Design id_ex_reg, sky130hd; sources not shown.
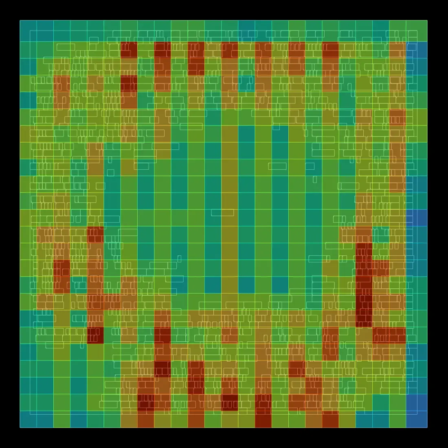
*Congestion heat map*
final routed wire length divided by cell count: 13.99 um
busiest layer in global routing: met2
met2 routing resource usage after global routing: 28.57%
post-layout utilization of the core: 46.85%
M1 GR Usage: 18.44%

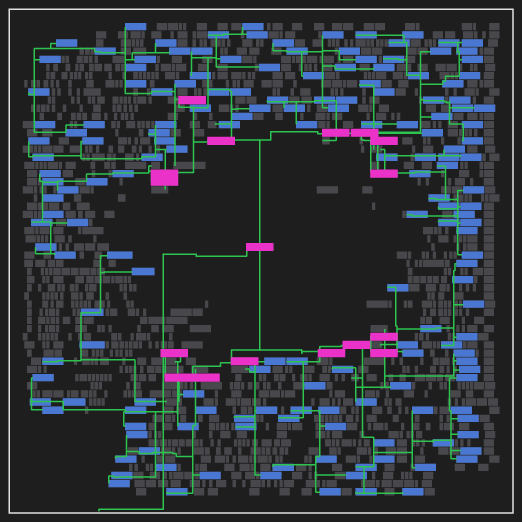
*Clock network drawn from the DEF*
Scale: 3 px per um.
[clock wires] green | length: 2310 um
[cells driving clock nets] magenta | count: 17
[flip-flops] blue | count: 170
flops lie: all over the die
routed clock nets: 18
worst clock skew: 13.59 ps
part of the power in the clock network: 40.9%

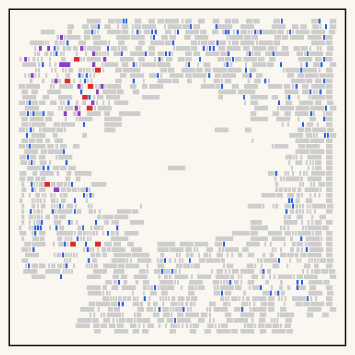
*Gate-type map*
Scale: 2 px per um.
[inverters] blue | cells: 154 | where: all over the die
[inverting AOI/OAI gates] purple | cells: 19 | where: upper left
[XOR/XNOR gates] red | cells: 9
most numerous logic cell after layout: clkdlybuf4s50_1
share of cell area taken by multi-input logic gates: 20.49%
post-layout instance count excluding filler cells: 1678

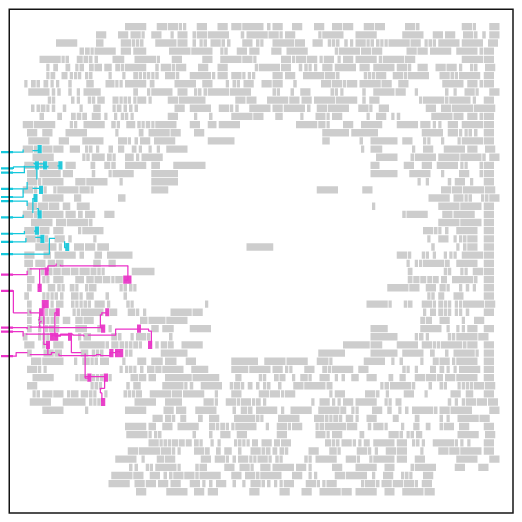
*Nets reached from selected ports*
Scale: 3 px per um.
[ctrl_in] cyan | bits: 10 | direction: input | edge: left | end cells: 10 | buffers: 10 | wire: 109 um
[rt_in] magenta | bits: 5 | direction: input | edge: left | end cells: 21 | buffers: 10 | wire: 279 um
number of primary I/O pins: 367
buffers added on ports: 366

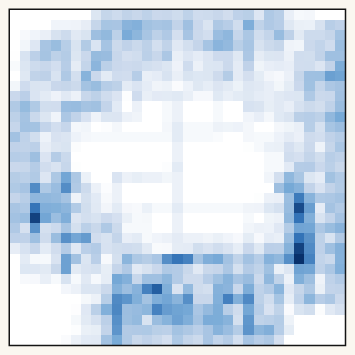
*Wire density map*
Scale: 2 px per um. 33 x 33 tiles, from white (low) to dark blue (high), scaled to the fullest tile. Values are wire area over tile area, all layers added.
nearly empty tiles: 19%
emptiest ninth of the die: centre
densest ninth of the die: bottom centre
wire length after detailed routing: 23.47 mm
via total after detailed routing: 7009

==> out/results.tsv <==
metric	value	unit
worst_skew_pair.late_latency	410	ps
layout.area.seq	0.003415	sq mm
setup_viol	1	
synth_top_cell_by_count	nor2_1	
run_status	complete, but fails checks	
timing.final.hold_violations	0	
logic_area	0.002410	sq mm
clockNetworkPower	2.96	mW
dr.pass1.iters	5	
tns	-147.8	ps
crit_path_top_delay_cell	dfxtp_2	
grt_overflow_total	0	
cellInternalPower	5.276	mW
top_power_group	registers	
placement_rows	58	
synth.avg_cell_area	7.181	sq um
max_freq	408.5	MHz
fillerInstances	2493	
antenna_left	0	
hold_ws	509.7	ps
worst_slew_pin_slew	313.2	ps
most_repeated_library_cell_on_the_critical_path	buf_6	
post-layout-total-power	7.239	mW
post_route_cells_drive_above_1_share	10.98	%
place.detailed.instances	1643	
postSynthNetCount	1117	
yosys_warnings	6	
critical_path.top_delay_family	simple AND/OR/NAND/NOR gates	
setup.worst_path.end_class	primary output	
adder_share	0.1894	%
final.setup.worst_slack	-147.8	ps
postSynthSeqShare	51.52	%
peakVddDrop	0.3882	mV
dieHeight	167.4	um
dpl_cell_area	0.01114	sq mm
grt.total_usage	16.25	%
worst-path-buf-inv	3	
flop_cell	dfxtp_1	
path_clk_slew	70	ps
violated_checks	negative setup slack	
grt_pass1_wl	36.56	mm
share_seq_of_total_power	42.6	%
worstHoldPathCells	2	
worst-r2r-cell-count	16	
kind_of_start_point_of_the_critical_path	flop	
compound_area_share	1.610	%
ordered_list_of_cells_on_the_worst_path	buf_6 -> nand2_2 -> nand2_1 -> nor2_1 -> nand3_1 -> a21oi_2 -> nand4_2 -> inv_2 -> buf_6	
maximum_count_of_clock_buffers_along_a_single_path	2	
avgViaCountPerCell	4.177	
synth-async-reset-ratio	0	%
maxSlewViolCount	0	
synth_flop_count	170	
chipWidth	167.4	um
comb_cell_power	1.19	mW
number_of_antenna_violations_at_the_first_check_in_global_routing	0	
cts_made_buffers	17	
tool_warnings	28	
postCtsSetupBuffers	2	
xor_share	1.193	%
==> area by class of cell <==
type | count | area share, %
timing repair buffer | 436 | 36.76
sequential | 170 | 29.03
multi-input combinational | 556 | 20.49
inverter | 154 | 4.914
clock buffer | 17 | 3.617
tap | 330 | 3.510
clock inverter | 15 | 1.681
==> layer usage <==
metal  wire [um]  vias to the layer above  GRT usage (%)
met3        1854                       42          4.627
met1        9106                     3106          18.44
met4         843                        0          6.845
li1            -                     3568              -
met5           0                        -              0
met2       11670                      293          28.57
==> worst reg2reg max path, stage by stage, from the launching register on <==
cell     delay, ps
dfxtp_2        340
buf_6          120
nand2_2         50
nand2_1         60
nor2_1          90
nand3_1        120
a21oi_2        200
nand4_2        150
inv_2          100
buf_4          100
buf_4           90
buf_4          130
nand2_1         50
nor2_1         130
nand3_1         80
nand2_1         70
nor2_1          40
Power figures rest on the tool's default switching activity, not on a simulated workload.
